File: config.mk
export PLATFORM = sky130hd
export DESIGN_NAME = apb_master_bridge_p
export DESIGN_NICKNAME = d
export VERILOG_FILES = /design/src/rtl/apb_master_bridge_p.sv
export SDC_FILE = /design/constraint.sdc
export NUM_CORES = 1
export LEC_CHECK = 0
export ABC_AREA = 1
export ABC_CLOCK_PERIOD_IN_PS = 2400
export CAP_MARGIN = 20
export CELL_PAD_IN_SITES_DETAIL_PLACEMENT = 0
export CELL_PAD_IN_SITES_GLOBAL_PLACEMENT = 2
export CORE_MARGIN = 5
export CORE_UTILIZATION = 18
export CTS_CLUSTER_SIZE = 10
export DETAILED_ROUTE_END_ITERATION = 8
export PLACE_DENSITY_LB_ADDON = 0.25
export SYNTH_ARGS = -nofsm -noshare
export SYNTH_HDL_FRONTEND = slang
export SYNTH_SLANG_ARGS = --single-unit
File: constraint.sdc
create_clock -name PCLK -period 2.4 [get_ports PCLK]
set_input_delay 0.24 -clock PCLK [delete_from_list [all_inputs] [get_ports PCLK]]
set_output_delay 0.24 -clock PCLK [all_outputs]
set_load 0.01 [all_outputs]
File: src/rtl/apb_master_bridge_p.sv
// Parametrised APB master bridge: valid/ready request side, one-hot PSEL decode, single-cycle response strobe.
// Optional ACCESS wait timeout is compiled in with `define APB_TIMEOUT_EN (adds parameter TIMEOUT_CYC).
module apb_master_bridge_p #(
  parameter int ADDR_W     = 16,
  parameter int DATA_W     = 32,
  parameter int NUM_SLAVES = 4,
  parameter int SLV_AW     = 12
`ifdef APB_TIMEOUT_EN
  ,
  parameter int TIMEOUT_CYC = 256
`endif
) (
  input  logic                         PCLK,
  input  logic                         RESET,
  input  logic                         req_valid,
  output logic                         req_ready,
  input  logic                         req_write,
  input  logic [ADDR_W-1:0]            req_addr,
  input  logic [DATA_W-1:0]            req_wdata,
  output logic                         rsp_valid,
  output logic [DATA_W-1:0]            rsp_rdata,
  output logic                         rsp_err,
  output logic [NUM_SLAVES-1:0]        PSEL,
  output logic                         PENABLE,
  output logic                         PWRITE,
  output logic [ADDR_W-1:0]            PADDR,
  output logic [DATA_W-1:0]            PWDATA,
  input  logic [NUM_SLAVES*DATA_W-1:0] PRDATA,
  input  logic [NUM_SLAVES-1:0]        PREADY,
  input  logic [NUM_SLAVES-1:0]        PSLVERR
);

  localparam int IDX_W = (NUM_SLAVES > 1) ? $clog2(NUM_SLAVES) : 1;
  localparam logic [IDX_W:0] NSLV = NUM_SLAVES[IDX_W:0];

  typedef enum logic [1:0] {
    ST_IDLE   = 2'd0,
    ST_SETUP  = 2'd1,
    ST_ACCESS = 2'd2
  } state_t;

  state_t                  r_state, w_state_nxt;
  logic [NUM_SLAVES-1:0]   r_psel, w_psel_nxt;
  logic                    r_penable, w_penable_nxt;
  logic                    r_pwrite, w_pwrite_nxt;
  logic [ADDR_W-1:0]       r_paddr, w_paddr_nxt;
  logic [DATA_W-1:0]       r_pwdata, w_pwdata_nxt;
  logic                    r_rsp_valid, w_rsp_valid_nxt;
  logic [DATA_W-1:0]       r_rsp_rdata, w_rsp_rdata_nxt;
  logic                    r_rsp_err, w_rsp_err_nxt;
  // A decode error accepted on a completion edge must wait one cycle for the response slot.
  logic                    r_err_pend, w_err_pend_nxt;
  logic                    w_req_ready;

  logic [IDX_W-1:0]        w_req_idx;
  logic                    w_dec_ok;
  logic [NUM_SLAVES-1:0]   w_new_psel;
  logic                    w_sel_ready;
  logic                    w_sel_err;
  logic [DATA_W-1:0]       w_sel_rdata;
  logic                    w_timeout;

`ifdef APB_TIMEOUT_EN
  localparam int TO_W = $clog2(TIMEOUT_CYC + 1);
  logic [TO_W-1:0] r_wait_cnt;

  // ACCESS wait counter, zero on the first ACCESS cycle
  always_ff @(posedge PCLK) begin
    if (RESET) begin
      r_wait_cnt <= {TO_W{1'b0}};
    end else if (r_state != ST_ACCESS) begin
      r_wait_cnt <= {TO_W{1'b0}};
    end else begin
      r_wait_cnt <= r_wait_cnt + {{(TO_W-1){1'b0}}, 1'b1};
    end
  end

  assign w_timeout = (r_wait_cnt == TO_W'(TIMEOUT_CYC - 1)) && !w_sel_ready;
`else
  assign w_timeout = 1'b0;
`endif

  // Request address decode into slave index and one-hot select
  always_comb begin
    w_req_idx = {IDX_W{1'b0}};
    if (NUM_SLAVES > 1) begin
      w_req_idx = req_addr[SLV_AW +: IDX_W];
    end else begin
      w_req_idx = {IDX_W{1'b0}};
    end
    w_dec_ok   = ({1'b0, w_req_idx} < NSLV);
    w_new_psel = {NUM_SLAVES{1'b0}};
    for (int i = 0; i < NUM_SLAVES; i++) begin
      w_new_psel[i] = (w_req_idx == i[IDX_W-1:0]);
    end
  end

  // Observe only the currently selected slave (PSEL is one-hot)
  always_comb begin
    w_sel_ready = |(PREADY & r_psel);
    w_sel_err   = |(PSLVERR & r_psel);
    w_sel_rdata = {DATA_W{1'b0}};
    for (int i = 0; i < NUM_SLAVES; i++) begin
      w_sel_rdata = w_sel_rdata | ({DATA_W{r_psel[i]}} & PRDATA[i*DATA_W +: DATA_W]);
    end
  end

  // Next-state and next-output logic for the APB sequencer
  always_comb begin
    w_state_nxt     = r_state;
    w_psel_nxt      = r_psel;
    w_penable_nxt   = r_penable;
    w_pwrite_nxt    = r_pwrite;
    w_paddr_nxt     = r_paddr;
    w_pwdata_nxt    = r_pwdata;
    w_rsp_valid_nxt = 1'b0;
    w_rsp_rdata_nxt = {DATA_W{1'b0}};
    w_rsp_err_nxt   = 1'b0;
    w_err_pend_nxt  = 1'b0;
    w_req_ready     = 1'b0;

    case (r_state)
      ST_IDLE: begin
        w_req_ready   = 1'b1;
        w_psel_nxt    = {NUM_SLAVES{1'b0}};
        w_penable_nxt = 1'b0;
        if (r_err_pend) begin
          w_rsp_valid_nxt = 1'b1;
          w_rsp_err_nxt   = 1'b1;
        end else begin
          w_rsp_valid_nxt = 1'b0;
        end
      end
      ST_SETUP: begin
        w_state_nxt   = ST_ACCESS;
        w_penable_nxt = 1'b1;
      end
      ST_ACCESS: begin
        if (w_sel_ready || w_timeout) begin
          // A timeout never chains into a back-to-back transfer.
          w_req_ready     = w_sel_ready;
          w_rsp_valid_nxt = 1'b1;
          w_rsp_err_nxt   = w_sel_err | w_timeout;
          w_rsp_rdata_nxt = (!r_pwrite && !w_sel_err && !w_timeout) ? w_sel_rdata : {DATA_W{1'b0}};
          w_state_nxt     = ST_IDLE;
          w_psel_nxt      = {NUM_SLAVES{1'b0}};
          w_penable_nxt   = 1'b0;
        end else begin
          w_state_nxt = ST_ACCESS;
        end
      end
      default: begin
        w_state_nxt   = ST_IDLE;
        w_psel_nxt    = {NUM_SLAVES{1'b0}};
        w_penable_nxt = 1'b0;
      end
    endcase

    if (w_req_ready && req_valid) begin
      if (w_dec_ok) begin
        w_state_nxt   = ST_SETUP;
        w_psel_nxt    = w_new_psel;
        w_penable_nxt = 1'b0;
        w_pwrite_nxt  = req_write;
        w_paddr_nxt   = req_addr;
        w_pwdata_nxt  = req_wdata;
      end else begin
        w_state_nxt   = ST_IDLE;
        w_psel_nxt    = {NUM_SLAVES{1'b0}};
        w_penable_nxt = 1'b0;
        if (w_rsp_valid_nxt) begin
          w_err_pend_nxt = 1'b1;
        end else begin
          w_rsp_valid_nxt = 1'b1;
          w_rsp_err_nxt   = 1'b1;
          w_rsp_rdata_nxt = {DATA_W{1'b0}};
        end
      end
    end else begin
      w_err_pend_nxt = w_err_pend_nxt;
    end
  end

  // State and registered APB/response outputs
  always_ff @(posedge PCLK) begin
    if (RESET) begin
      r_state     <= ST_IDLE;
      r_psel      <= {NUM_SLAVES{1'b0}};
      r_penable   <= 1'b0;
      r_pwrite    <= 1'b0;
      r_paddr     <= {ADDR_W{1'b0}};
      r_pwdata    <= {DATA_W{1'b0}};
      r_rsp_valid <= 1'b0;
      r_rsp_rdata <= {DATA_W{1'b0}};
      r_rsp_err   <= 1'b0;
      r_err_pend  <= 1'b0;
    end else begin
      r_state     <= w_state_nxt;
      r_psel      <= w_psel_nxt;
      r_penable   <= w_penable_nxt;
      r_pwrite    <= w_pwrite_nxt;
      r_paddr     <= w_paddr_nxt;
      r_pwdata    <= w_pwdata_nxt;
      r_rsp_valid <= w_rsp_valid_nxt;
      r_rsp_rdata <= w_rsp_rdata_nxt;
      r_rsp_err   <= w_rsp_err_nxt;
      r_err_pend  <= w_err_pend_nxt;
    end
  end

  assign req_ready = w_req_ready;
  assign rsp_valid = r_rsp_valid;
  assign rsp_rdata = r_rsp_rdata;
  assign rsp_err   = r_rsp_err;
  assign PSEL      = r_psel;
  assign PENABLE   = r_penable;
  assign PWRITE    = r_pwrite;
  assign PADDR     = r_paddr;
  assign PWDATA    = r_pwdata;

endmodule

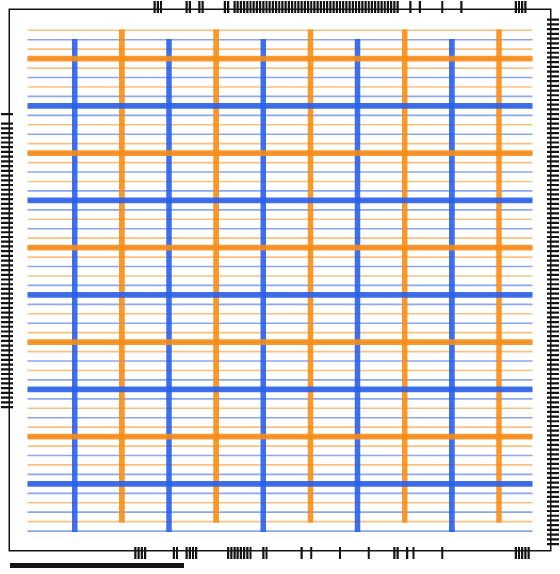
power_grid.png
Bar = 50 um. Pins as bars on the die edge.
Key: VSS = blue; VDD = orange
10 straps on met4. The core has 53 rows. 10 straps on met5.
core area: 0.0210 mm^2
die width: 155 um
Die Span Y: 155 um
worst vdd ir: 287 uV

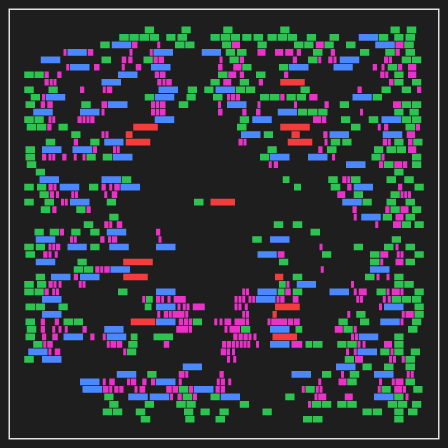
placement_by_type.png
Key: combinational and other logic = magenta [cells 358]; clock drivers and dummy loads = red [cells 15]; remaining buffers and delay cells = green [cells 286]; sequential cells = blue [cells 90]
Final Core Density: 34.0%
Finished Cell Area: 0.00712 mm^2
flop share of the area: 25.3%
row cnt: 53

==> summary.txt <==
fresh numbers from the pnr run: RSZ-0062 raised after global routing false, uppermost layer routed met4, biggest area cells dfxtp_1 (47%), nor2_1 (8.4%), nand2_1 (7.4%), final worst-path setup slack ~0.38 ns, Sw Ratio between 20 and 30%, met1 usage roughly 17%, Hold Buf Count CTS 0, flip-flops around 90, root buffer cell clkbuf_16, DRC violations left 0, Seq power about 1600 uW, total CTS buffers 9, mux frac, synth 0%, sequential share of the synthesized area between 40% and 50%, Biggest consumer sequential cells, Post-synth top cells dfxtp_1 (90), nor2_1 (85), nand2_1 (75), o21ai_0 (51), a21oi_1 (42), Sw Pwr just over 1000 uW, placed cells between 1000 and 1500, Overall Power just over 4000 uW, Pre-antenna DRT Iters 4, Post-Place Worst Slack approximately 0.38 ns, DRT Wirelength 16700 um, cell with the most instances after synthesis dfxtp_1, input/output buffers 276, cell-internal power ~3000 uW, yosys cell count 483, Syn Inst Count roughly 480, gr ovfl total 0, outcome finished, final reports clean, Flop area ~0.0018 mm^2, final non-filler cell total ~1000, max_cap viols 0, Unique cell types 24, Signal buffers 286, OpenROAD warnings 29, largest class buffers, placed cell area about 0.0068 mm^2, layout cells sized above 1 around 8.5%, asr flop ratio synth 0%, # IOs about 280, met3 routed WL ~1600 um, # Taps around 280, Synth logic family simple AND/OR/NAND/NOR gates, busiest grt layer met2, met2 WL about 7500 um, Comb/total area between 20% and 30%, Mean Syn Cell Area between 7 and 8 um^2, DR iter-0 viols 186, GRT met2 Usage around a fifth, pin count of the biggest net entering global routing about 43, Synthesis Warnings 0, Cell Area, Synth approximately 0.0038 mm^2, Relative slew margins ~70%, ClkCell Share 4.43%, Slew @ Worst Pin roughly 0.44 ns, Top cell excl fill/tap clkdlybuf4s50_1, clock group power between 1500 and 2000 uW, power share of the combinational group between 20% and 30%, overall routing resource usage 13.1%, Dominant cell area share ~47%, Antenna diodes 0, sequential share of power about two fifths, Hold WC Path Type primary input to flop, crit path max fanout 5, TritonCTS clock tree built, setup TNS 0 ns
worst max-delay path, stage by stage, from the launching register on:
cell and delay (ns):
dfxtp_1 0.34, inv_1 0.09, ha_1 0.26, o21ai_4 0.11, nand2_4 0.09, clkdlybuf4s50_1 0.56
path summary, 6_finish.rpt:
kind	depth (start not counted)	endpoint	slack, ns	start
setup / recovery	5	req_ready	0.38	r_state[0]$_SDFFE_PP0P_
hold / removal	3	rsp_rdata[8]$_SDFF_PP0_	0.45	PRDATA[104]
setup reg to reg	9	PWDATA[20]$_SDFFE_PP0P_	0.60	r_state[0]$_SDFFE_PP0P_
hold reg to reg	2	r_state[1]$_SDFFE_PP0N_	0.48	r_state[1]$_SDFFE_PP0N_
Power is estimated from default activity; no workload was simulated.
